**Signal wires by layer**

Scale: 6 px per um.
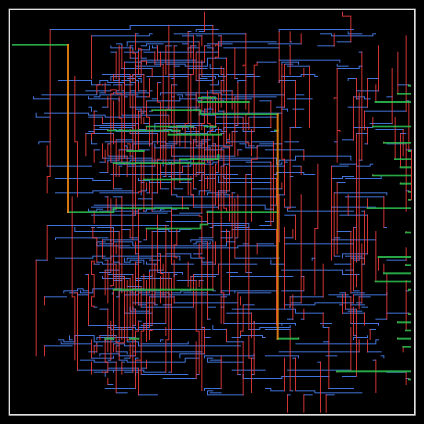
**Layout detail**

Window x 41 to 61, y 7 to 27 um. Cells in gray, sequential cells in the stronger gray; small squares are vias.
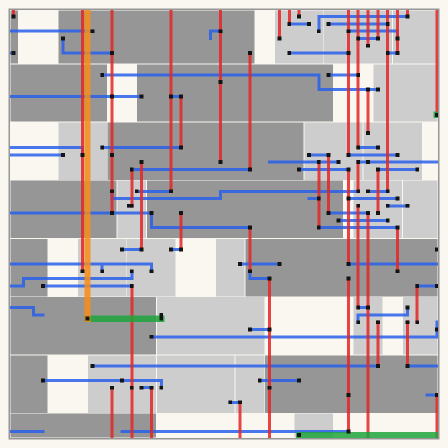
**Logic cells by family**

Scale: 6 px per um.
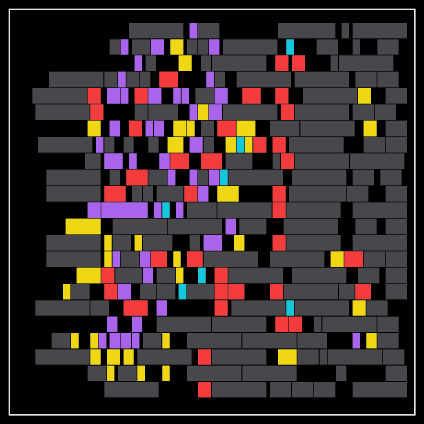
**Congestion heat map**

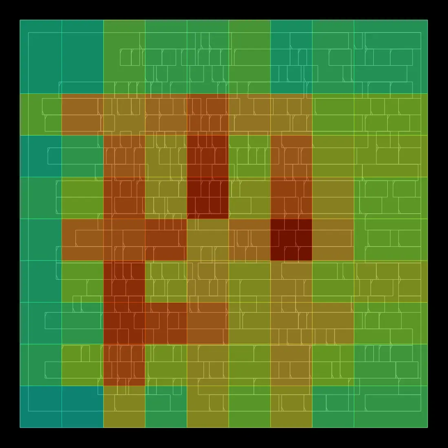
### config.mk
export PLATFORM = sky130hd
export DESIGN_NAME = video_timing_gen_flat
export DESIGN_NICKNAME = d
export VERILOG_FILES = /design/src/rtl/video_timing_gen_if.sv /design/src/rtl/video_timing_gen.sv /design/src/flat_wrapper.sv
export SDC_FILE = /design/constraint.sdc
export NUM_CORES = 1
export LEC_CHECK = 0
export CORE_UTILIZATION = 58
export DETAILED_ROUTE_END_ITERATION = 10
export PLACE_DENSITY = 0.83
export SYNTH_ARGS = -nofsm -noshare
export SYNTH_HDL_FRONTEND = slang
export SYNTH_SLANG_ARGS = --single-unit
### constraint.sdc
create_clock -name PClk -period 4.8 [get_ports PClk]
set_clock_uncertainty 0.2 [all_clocks]
set_input_delay 0.72 -clock PClk [delete_from_list [all_inputs] [get_ports PClk]]
set_output_delay 0.72 -clock PClk [all_outputs]
set_load 0.01 [all_outputs]
### src/rtl/video_timing_gen_if.sv
// Pixel-rate output bundle of the raster timing generator: sync/DE toward the
// TMDS encoder plus the fetch coordinate stream one cycle ahead of them.
interface video_timing_if #(
    parameter int CW = 12
);
    logic          hsync;
    logic          vsync;
    logic          activeArea;
    logic          fetchValid;
    logic [CW-1:0] fetchX;
    logic [CW-1:0] fetchY;
    logic          frameStart;
    logic          lineStart;

    modport master (
        output hsync, vsync, activeArea, fetchValid, fetchX, fetchY, frameStart, lineStart
    );
    modport slave (
        input  hsync, vsync, activeArea, fetchValid, fetchX, fetchY, frameStart, lineStart
    );
endinterface

### src/rtl/video_timing_gen.sv
// Raster timing generator: free-running h/v counters, a fetch stage one cycle
// ahead, and a sync/DE stage aligned with a registered pixel source.
module video_timing_gen #(
    parameter int H_ACTIVE = 640,
    parameter int H_FP     = 16,
    parameter int H_SYNC   = 96,
    parameter int H_BP     = 48,
    parameter int V_ACTIVE = 480,
    parameter int V_FP     = 10,
    parameter int V_SYNC   = 2,
    parameter int V_BP     = 33,
    parameter bit H_POL    = 1'b0,
    parameter bit V_POL    = 1'b0,
    parameter int CW       = 12
) (
    input  logic PClk,
    input  logic Reset,
    input  logic Run,
    video_timing_if.master vid
);
    localparam int H_TOTAL = H_ACTIVE + H_FP + H_SYNC + H_BP;
    localparam int V_TOTAL = V_ACTIVE + V_FP + V_SYNC + V_BP;

    // Inclusive upper bounds keep every constant representable in CW bits.
    localparam logic [CW-1:0] H_LAST     = CW'(H_TOTAL - 1);
    localparam logic [CW-1:0] V_LAST     = CW'(V_TOTAL - 1);
    localparam logic [CW-1:0] H_ACT_LAST = CW'(H_ACTIVE - 1);
    localparam logic [CW-1:0] V_ACT_LAST = CW'(V_ACTIVE - 1);
    localparam logic [CW-1:0] HS_FIRST   = CW'(H_ACTIVE + H_FP);
    localparam logic [CW-1:0] HS_LAST    = CW'(H_ACTIVE + H_FP + H_SYNC - 1);
    localparam logic [CW-1:0] VS_FIRST   = CW'(V_ACTIVE + V_FP);
    localparam logic [CW-1:0] VS_LAST    = CW'(V_ACTIVE + V_FP + V_SYNC - 1);

    logic [CW-1:0] hcnt_q, hcnt_d;
    logic [CW-1:0] vcnt_q, vcnt_d;
    logic          h_wrap, vis, hs, vs;

    logic          fetch_valid_q;
    logic [CW-1:0] fetch_x_q, fetch_y_q;
    logic          hs1_q, vs1_q;

    logic          active_q, hsync_q, vsync_q, frame_start_q, line_start_q;

    always_comb begin
        h_wrap = (hcnt_q == H_LAST);
        hcnt_d = '0;
        vcnt_d = '0;
        if (Run) begin
            hcnt_d = h_wrap ? '0 : hcnt_q + CW'(1);
            vcnt_d = vcnt_q;
            if (h_wrap) begin
                vcnt_d = (vcnt_q == V_LAST) ? '0 : vcnt_q + CW'(1);
            end
        end
        // Gated by Run so a held (zeroed) counter does not look like pixel (0,0).
        vis = Run && (hcnt_q <= H_ACT_LAST) && (vcnt_q <= V_ACT_LAST);
        hs  = Run && (hcnt_q >= HS_FIRST) && (hcnt_q <= HS_LAST);
        vs  = Run && (vcnt_q >= VS_FIRST) && (vcnt_q <= VS_LAST);
    end

    always_ff @(posedge PClk or negedge Reset) begin
        if (!Reset) begin
            hcnt_q        <= '0;
            vcnt_q        <= '0;
            fetch_valid_q <= 1'b0;
            fetch_x_q     <= '0;
            fetch_y_q     <= '0;
            hs1_q         <= 1'b0;
            vs1_q         <= 1'b0;
            active_q      <= 1'b0;
            hsync_q       <= ~H_POL;
            vsync_q       <= ~V_POL;
            frame_start_q <= 1'b0;
            line_start_q  <= 1'b0;
        end else begin
            hcnt_q        <= hcnt_d;
            vcnt_q        <= vcnt_d;
            fetch_valid_q <= vis;
            fetch_x_q     <= vis ? hcnt_q : '0;
            fetch_y_q     <= vis ? vcnt_q : '0;
            hs1_q         <= hs;
            vs1_q         <= vs;
            active_q      <= fetch_valid_q;
            hsync_q       <= ~(hs1_q ^ H_POL);
            vsync_q       <= ~(vs1_q ^ V_POL);
            frame_start_q <= fetch_valid_q && (fetch_x_q == '0) && (fetch_y_q == '0);
            line_start_q  <= fetch_valid_q && (fetch_x_q == '0);
        end
    end

    assign vid.fetchValid = fetch_valid_q;
    assign vid.fetchX     = fetch_x_q;
    assign vid.fetchY     = fetch_y_q;
    assign vid.activeArea = active_q;
    assign vid.hsync      = hsync_q;
    assign vid.vsync      = vsync_q;
    assign vid.frameStart = frame_start_q;
    assign vid.lineStart  = line_start_q;
endmodule
### src/flat_wrapper.sv
// flat-port wrapper written by rule: the top's interface ports become plain ports
module video_timing_gen_flat 
#(
    parameter int H_ACTIVE = 640,
    parameter int H_FP     = 16,
    parameter int H_SYNC   = 96,
    parameter int H_BP     = 48,
    parameter int V_ACTIVE = 480,
    parameter int V_FP     = 10,
    parameter int V_SYNC   = 2,
    parameter int V_BP     = 33,
    parameter bit H_POL    = 1'b0,
    parameter bit V_POL    = 1'b0,
    parameter int CW       = 12
)
  (PClk, Reset, Run, vid_hsync, vid_vsync, vid_activeArea, vid_fetchValid, vid_fetchX, vid_fetchY, vid_frameStart, vid_lineStart);
  video_timing_if #(.CW(CW)) vid_i ();
  input  logic PClk;
  input  logic Reset;
  input  logic Run;
  output wire logic [$bits(vid_i.hsync)-1:0] vid_hsync;
  output wire logic [$bits(vid_i.vsync)-1:0] vid_vsync;
  output wire logic [$bits(vid_i.activeArea)-1:0] vid_activeArea;
  output wire logic [$bits(vid_i.fetchValid)-1:0] vid_fetchValid;
  output wire logic [$bits(vid_i.fetchX)-1:0] vid_fetchX;
  output wire logic [$bits(vid_i.fetchY)-1:0] vid_fetchY;
  output wire logic [$bits(vid_i.frameStart)-1:0] vid_frameStart;
  output wire logic [$bits(vid_i.lineStart)-1:0] vid_lineStart;
  assign vid_hsync = vid_i.hsync;
  assign vid_vsync = vid_i.vsync;
  assign vid_activeArea = vid_i.activeArea;
  assign vid_fetchValid = vid_i.fetchValid;
  assign vid_fetchX = vid_i.fetchX;
  assign vid_fetchY = vid_i.fetchY;
  assign vid_frameStart = vid_i.frameStart;
  assign vid_lineStart = vid_i.lineStart;
  video_timing_gen #(.H_ACTIVE(H_ACTIVE), .H_FP(H_FP), .H_SYNC(H_SYNC), .H_BP(H_BP), .V_ACTIVE(V_ACTIVE), .V_FP(V_FP), .V_SYNC(V_SYNC), .V_BP(V_BP), .H_POL(H_POL), .V_POL(V_POL), .CW(CW)) u_core (.PClk(PClk), .Reset(Reset), .Run(Run), .vid(vid_i));
endmodule
==> results.cfg <==
; synthesis and place-and-route metrics
[detailed_routing]
ant_nets = 0
vias_per_cell = 5.67
drc_errors = 0
first_pass_iters = 4
drt_iter0_drc = 130
wl_per_cell_um = 14.9

[final_timing]
timing.fmax_mhz = 337
rsz0062_at_grt = false
hold_violations = 0
fin_tns_setup_ns = 0
worst-slew-pin-transition_ns = 0.661
relSlewSlack = 0.559
drv_slew = 0
setup_viol_count_final = 0
fin_crit_ns = 2.97
setup_ws_ns = 1.83
fin_crit_sh = 0.618
holdWs_ns = 0.157

[synth]
ys_warn_count = 0
synthTopCellsByCount = dfrtp_1 (54), and2_1 (21), nand2_1 (20)
most_common_cell = dfrtp_1
ys_cells = 230
synth_top_area_share = 0.545
edf_count = 0
synth_cell_type_count = 44
ys.flops = 56
syn-cell-area_sq_mm = 0.00248
yosys.area.top_type = dfrtp_1
ff_type = dfrtp_1
yosys_area_sq_mm = 0.00248
ys_seq_share = 0.567
synthTopCellsByArea = dfrtp_1 (55%), and2_1 (5.3%), nand2_1 (3.0%), nand3_1 (2.8%), ha_1 (2.5%)
netlist_instances = 230
synthArstFlopShare = 1.00

[setup_path]
startpoint_type = input port
crit_path_end_kind = flop
worst-path-max-fanout = 20
required_ns = 4.86
crit_type = in -> reg
cp.arrival_ns = 3.02

[clock_tree]
clockBufferDepth = 2
htreeDepth = 2
clock.latency.late_pin_ns = 0.31
cts_tree = built
cts_root_buf = clkbuf_8
cts_sinks = 56
cts_setup_buffers = 0
ctsHoldBuffers = 0
numCtsBuffers = 5

[global_route]
antenna_found_initial = 0
grt_pass1_vias = 1632
grt_overflow = 0
grt_pass1_wl_um = 7780
grt_max_degree = 57

[min_path]
hold_class = reg -> reg

[final_layout]
syn_to_final_growth_pct = 17.5
num_antenna_cells = 0
n_fill_cell = 289
drive_gt1_frac = 0.0717
fin_nets = 272
regArea_sq_mm = 0.00140
stdcell_area_sq_mm = 0.00291
logic_area_sq_mm = 0.00101

[die]
die_h_um = 67.4
ioPinCount = 33
fp_util = 0.611
row_count = 23
core_area_sq_mm = 0.00406
die_area_sq_mm = 0.00454
fp.dieW_um = 67.4

[place]
dp_hpwl_um = 3240
place_ws_ns = 1.54
gp_congestion = 0.911

[power]
p_per_area_mw_per_mm2 = 266
leakagePower_nw = 1.25
power_w = 0.000775

[run_status]
outcome = finished clean

[job]
drv_cap = 0
warning_count = 30
-- 'signal wires by layer' (at the start) --
green -> met3  # wire length 245 um
orange -> met4  # wire length 65.3 um
red -> met2  # wire length 2,210 um
blue -> met1  # wire length 2,170 um
vias after detailed routing: 1,786
final wirelength: 4690 um
GR Util All Layers: 0.237

-- 'layout detail' (at the start) --
red -> met2
green -> met3
orange -> met4
blue -> met1
most frequent = dfrtp_1 (8), and2_1 (3), clkdlybuf4s50_1 (3)
netlist names of flops here include = u_core.vid.fetchX (7), u_core.hs1_q (1)
sequential cells in the window = 8
cells with their middle in the window = 26

-- 'logic cells by family' (at the start) --
cyan -> inverters  # cells 7, most used inv_1
purple -> NAND gates  # cells 45, most used nand2_1
red -> AND and OR gates  # cells 38, most used and2_1
yellow -> NOR gates  # cells 35, most used nor2_1
non-filler cells, final: 315
Commonest Layout Cell: dfrtp_1
combinational share of cell area: 0.346

-- 'congestion heat map' (at the start) --
utilization after layout: 0.717
layer with the highest usage: met2
grt met1 use: 0.318

## power by group
part | internal (W) | switching (W)
clock | 0.000104 | 0.000150
sequential | 0.000478 | 0.00000613
combinational | 0.0000145 | 0.0000228
total | 0.000597 | 0.000179
## placed cells by master, fill, tap and decap left out, types with 2 or more instances in the layout
| master | synthesis | layout |
|---|---|---|
| nand3_1 | 14 | 14 |
| nor2_1 | 14 | 14 |
| a21oi_1 | 11 | 11 |
| nand4_1 | 7 | 7 |
| nor3_1 | 6 | 6 |
| dfstp_2 | 2 | 2 |
| nand4b_1 | 2 | 2 |
| ha_1 | 5 | 5 |
| o22ai_1 | 3 | 3 |
| and3_2 | 2 | 2 |
| nand2_1 | 20 | 20 |
| or3_1 | 3 | 3 |
| o21ai_0 | 5 | 5 |
| nor4b_1 | 2 | 2 |
| nor2b_1 | 2 | 2 |
| and2_1 | 21 | 21 |
| xor2_1 | 5 | 5 |
| dfrtp_1 | 54 | 54 |
| and4_1 | 5 | 5 |
| clkbuf_8 | 0 | 5 |
| inv_1 | 7 | 7 |
| clkdlybuf4s50_1 | 0 | 31 |
| nor4_1 | 7 | 7 |
| conb_1 | 1 | 5 |
| xnor2_1 | 5 | 5 |
## sequential cells by signal (all words and copies together) (netlist names)
| signal | cells |
|---|---|
| u_core.vid.frameStart | 1 |
| u_core.vid.hsync | 1 |
| u_core.hcnt_q | 12 |
| u_core.vid.lineStart | 1 |
| u_core.vid.fetchValid | 1 |
| u_core.vcnt_q | 12 |
| u_core.vid.fetchY | 12 |
| u_core.vid.vsync | 1 |
| u_core.vid.fetchX | 12 |
| u_core.hs1_q | 1 |
| u_core.vid.activeArea | 1 |
| u_core.vs1_q | 1 |
## logic make-up (layout without fill, tap and decap cells)
group | Yosys count | after routing | synth area share
other | 1 | 5 | 0.00151
flip-flops | 56 | 56 | 0.567
buffers and inverters | 17 | 48 | 0.0333
AND/OR/NAND/NOR | 118 | 118 | 0.285
adder cells (fa/ha/maj) | 5 | 5 | 0.0253
XOR/XNOR | 10 | 10 | 0.0354
AND-OR/OR-AND | 23 | 23 | 0.0525
## final timing paths
kind	cells past startpoint	slack (ns)	startpoint	endpoint
setup / recovery	5	1.83	Run	u_core.vid.fetchX[2]
max in group asynchronous	2	3.63	Reset	u_core.vid.fetchY[10]
setup reg to reg	6	2.61	u_core.vcnt_q[0]	u_core.vcnt_q[3]
hold reg to reg	1	0.16	u_core.vs1_q	u_core.vid.vsync
min in group asynchronous	2	0.34	Reset	u_core.vid.fetchX[5]
hold / removal	1	0.16	u_core.vs1_q	u_core.vid.vsync
## area by class of cell
type / count / share of cell area
repair buffers: 33 / 0.111
multi-input cells: 161 / 0.346
well taps: 50 / 0.0215
flip-flops and latches: 56 / 0.482
inverters: 7 / 0.00903
clock inverters: 2 / 0.00559
clock buffers: 6 / 0.0249
## critical path, stage by stage
cell and delay [ns]:
clkdlybuf4s50_1 0.75, inv_1 0.34, nor4_1 0.42, and4b_1 0.57
and2_2 0.22
## per-layer routing
layer  up-vias  part of all wire  GRT usage
li1        871                 -          -
met1       846              0.46      0.318
met2        63              0.47      0.375
met3         6             0.052     0.0524
met4         0             0.014     0.0904
met5         -                 0          0
Power is estimated from default activity; no workload was simulated.
